==> config.mk <==
export PLATFORM = sky130hd
export DESIGN_NAME = leaf_stream_fifo
export DESIGN_NICKNAME = d
export VERILOG_FILES = /design/src/rtl/leaf_stream_fifo.sv
export SDC_FILE = /design/constraint.sdc
export NUM_CORES = 1
export LEC_CHECK = 0
export CAP_MARGIN = 0
export CELL_PAD_IN_SITES_DETAIL_PLACEMENT = 1
export CELL_PAD_IN_SITES_GLOBAL_PLACEMENT = 2
export CORE_MARGIN = 2
export CORE_UTILIZATION = 55
export CTS_CLUSTER_SIZE = 12
export DETAILED_ROUTE_END_ITERATION = 12
export DONT_BUFFER_PORTS = 1
export PLACE_DENSITY_LB_ADDON = 0.15
export SYNTH_ARGS = -nofsm -noshare
export SYNTH_HDL_FRONTEND = slang
export SYNTH_SLANG_ARGS = --single-unit
export TNS_END_PERCENT = 5
==> constraint.sdc <==
create_clock -name ap_clk -period 11.97 [get_ports ap_clk]
set_clock_uncertainty 0.2 [all_clocks]
set_input_delay 1.7955 -clock ap_clk [delete_from_list [all_inputs] [get_ports ap_clk]]
set_output_delay 1.7955 -clock ap_clk [all_outputs]
set_load 0.03 [all_outputs]
Layout detail:
Region (83, 83) to (113, 113) um. Cells in grey, sequential cells in the stronger grey; small squares are vias.
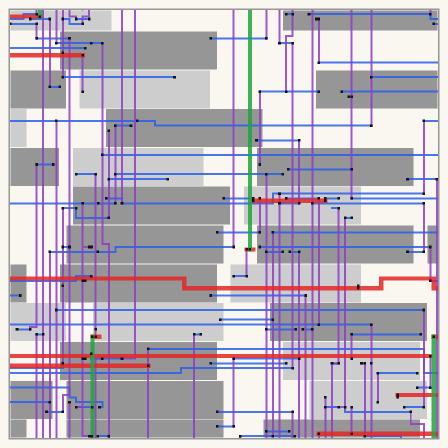
| colour | layer |
|---|---|
| green | met4 |
| red | met3 |
| blue | met1 |
| purple | met2 |
sequential cells in the window: 12
most frequent: edfxtp_1 (12), clkbuf_16 (4), mux4_2 (3)
cells with their middle in the window: 20

Signal metal coverage by tile:
(1.5 px per um) The die is cut into 39 by 39 equal tiles; dark purple is low, yellow is high, scaled to the fullest tile. Values are wire area over tile area, all layers added.
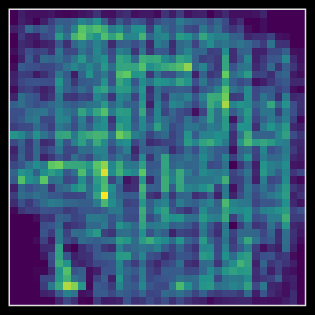
emptiest ninth of the die: lower left
tiles over half the peak: 14%
fullest tile: 0.60
post-DR wirelength/cell: 31.5 um
gr usage total: 23.5%
Total Wirelength: 43300 um
vias post-DR: 8899

==> flow_summary.json <==
{
  "yosysTopAreaCell": "edfxtp_1",
  "cts_setup_buffers": 0,
  "grt_busiest_layer": "met2",
  "path_buffers": 1,
  "drc": 0,
  "slowest_delay_ns": 1.07,
  "clk_transition_reported_paths_ns": 0.06,
  "setup_viol_count_final": 0,
  "synth.distinct_cells": 36,
  "pwr-share-seq_pct": 52.3,
  "reg2reg_slack_ns": 8.82,
  "slew_violations": 0,
  "whs_path_depth": 2,
  "logic_area_um2": 4410,
  "power.share.clock_pct": 38.5,
  "use_met1_pct": 31.0,
  "crit_chain": "buf_4 -> mux4_1 -> mux4_2",
  "p_seq_uw": 2110,
  "synth_area_um2": 20400,
  "final.setup.tns_ns": 0,
  "grtUsageMet2_pct": 39.6,
  "drive_gt1_share_pct": 26.5,
  "rows": 70,
  "grt_pass1_wl_um": 64100,
  "layout.cells.most_common": "edfxtp_1",
  "total_leakage_power_uw": 0.00687,
  "clock_sinks": 532,
  "whs_ns": 0.293,
  "reg2reg_depth": 4,
  "grt_use_met3_pct": 5.66,
  "hp-class": "reg -> reg",
  "met3WireLength_um": 2970,
  "fmax_ghz": 0.172,
  "vias_per_cell": 6.47,
  "wl_met1_um": 17500,
  "io_pins": 71,
  "root_buffer": "clkbuf_16",
  "ys_cells": 833,
  "dieArea_um2": 38600,
  "wl_met2_um": 22000,
  "worstPathMaxFanout": 53,
  "dpl.hpwl_um": 22700,
  "rsz0062_at_grt": "no",
  "worstMarginPinSlew_ns": 1.10,
  "status": "finished, final reports clean",
  "clockBufferDepth": 3,
  "clock_latency_ns": 0.59,
  "syn2layout_area_growth_pct": 11.0
}
==> logic make-up after synthesis <==
group                    Yosys count  share of synthesized area, %
multiplexers                     160                          18.3
AND/OR/NAND/NOR                   64                          1.59
flip-flops                       532                          77.4
AND-OR/OR-AND                     12                         0.393
adder cells (fa/ha/maj)            7                         0.430
buffers and inverters             48                          1.44
XOR/XNOR                          10                         0.430
==> layout make-up <==
type                       count  area share [%]
timing repair buffer          25           0.830
clock inverter                12           0.360
tap                          468            2.59
multi-input combinational    253            19.5
inverter                       7           0.116
clock buffer                  78            6.79
sequential                   532            69.8
==> metrics by stage <==
step / std cells / worst slack, ns / power [uW] / cell area [um2] / util, %
after detailed placement: 1285 / 6.66 / 2530 / 21000 / 57.5
after global placement: 1285 / 6.74 / 2520 / 21000 / 57.5
final: 1375 / 6.16 / 4050 / 22600 / 61.9
after CTS: 1375 / 6.02 / 4090 / 22600 / 61.9
after floorplan: 833 / 6.39 / 2480 / 20400 / -
after global routing: 1375 / 5.84 / 4170 / 22600 / 61.9
==> synthesized netlist by cell type <==
library cell	number
or3b_1	1
nor2b_1	3
mux4_1	32
buf_8	1
nor2_1	23
xor2_1	6
buf_6	13
o31a_1	1
a31oi_1	1
a211oi_1	2
nand4_1	4
clkbuf_2	1
clkbuf_1	18
inv_1	7
nor3b_1	1
xnor2_1	4
o31ai_1	1
nor4_1	2
buf_2	2
o22ai_1	1
nand4bb_1	1
or2_1	1
dfxtp_1	20
nand4b_1	1
nor3_1	9
buf_1	6
a221oi_1	1
nand2b_1	3
ha_1	7
nand3b_1	1
nand2_1	13
nor3b_4	1
edfxtp_1	512
mux4_2	128
a21oi_1	4
a21o_1	1
==> worst reg2reg max path, delay by kind of cell (launching register included) <==
family / cells / cell delay, ns
flops: 1 / 0.35
buf+inv: 1 / 0.49
simple gates: 3 / 1.75
Power figures rest on the tool's default switching activity, not on a simulated workload.
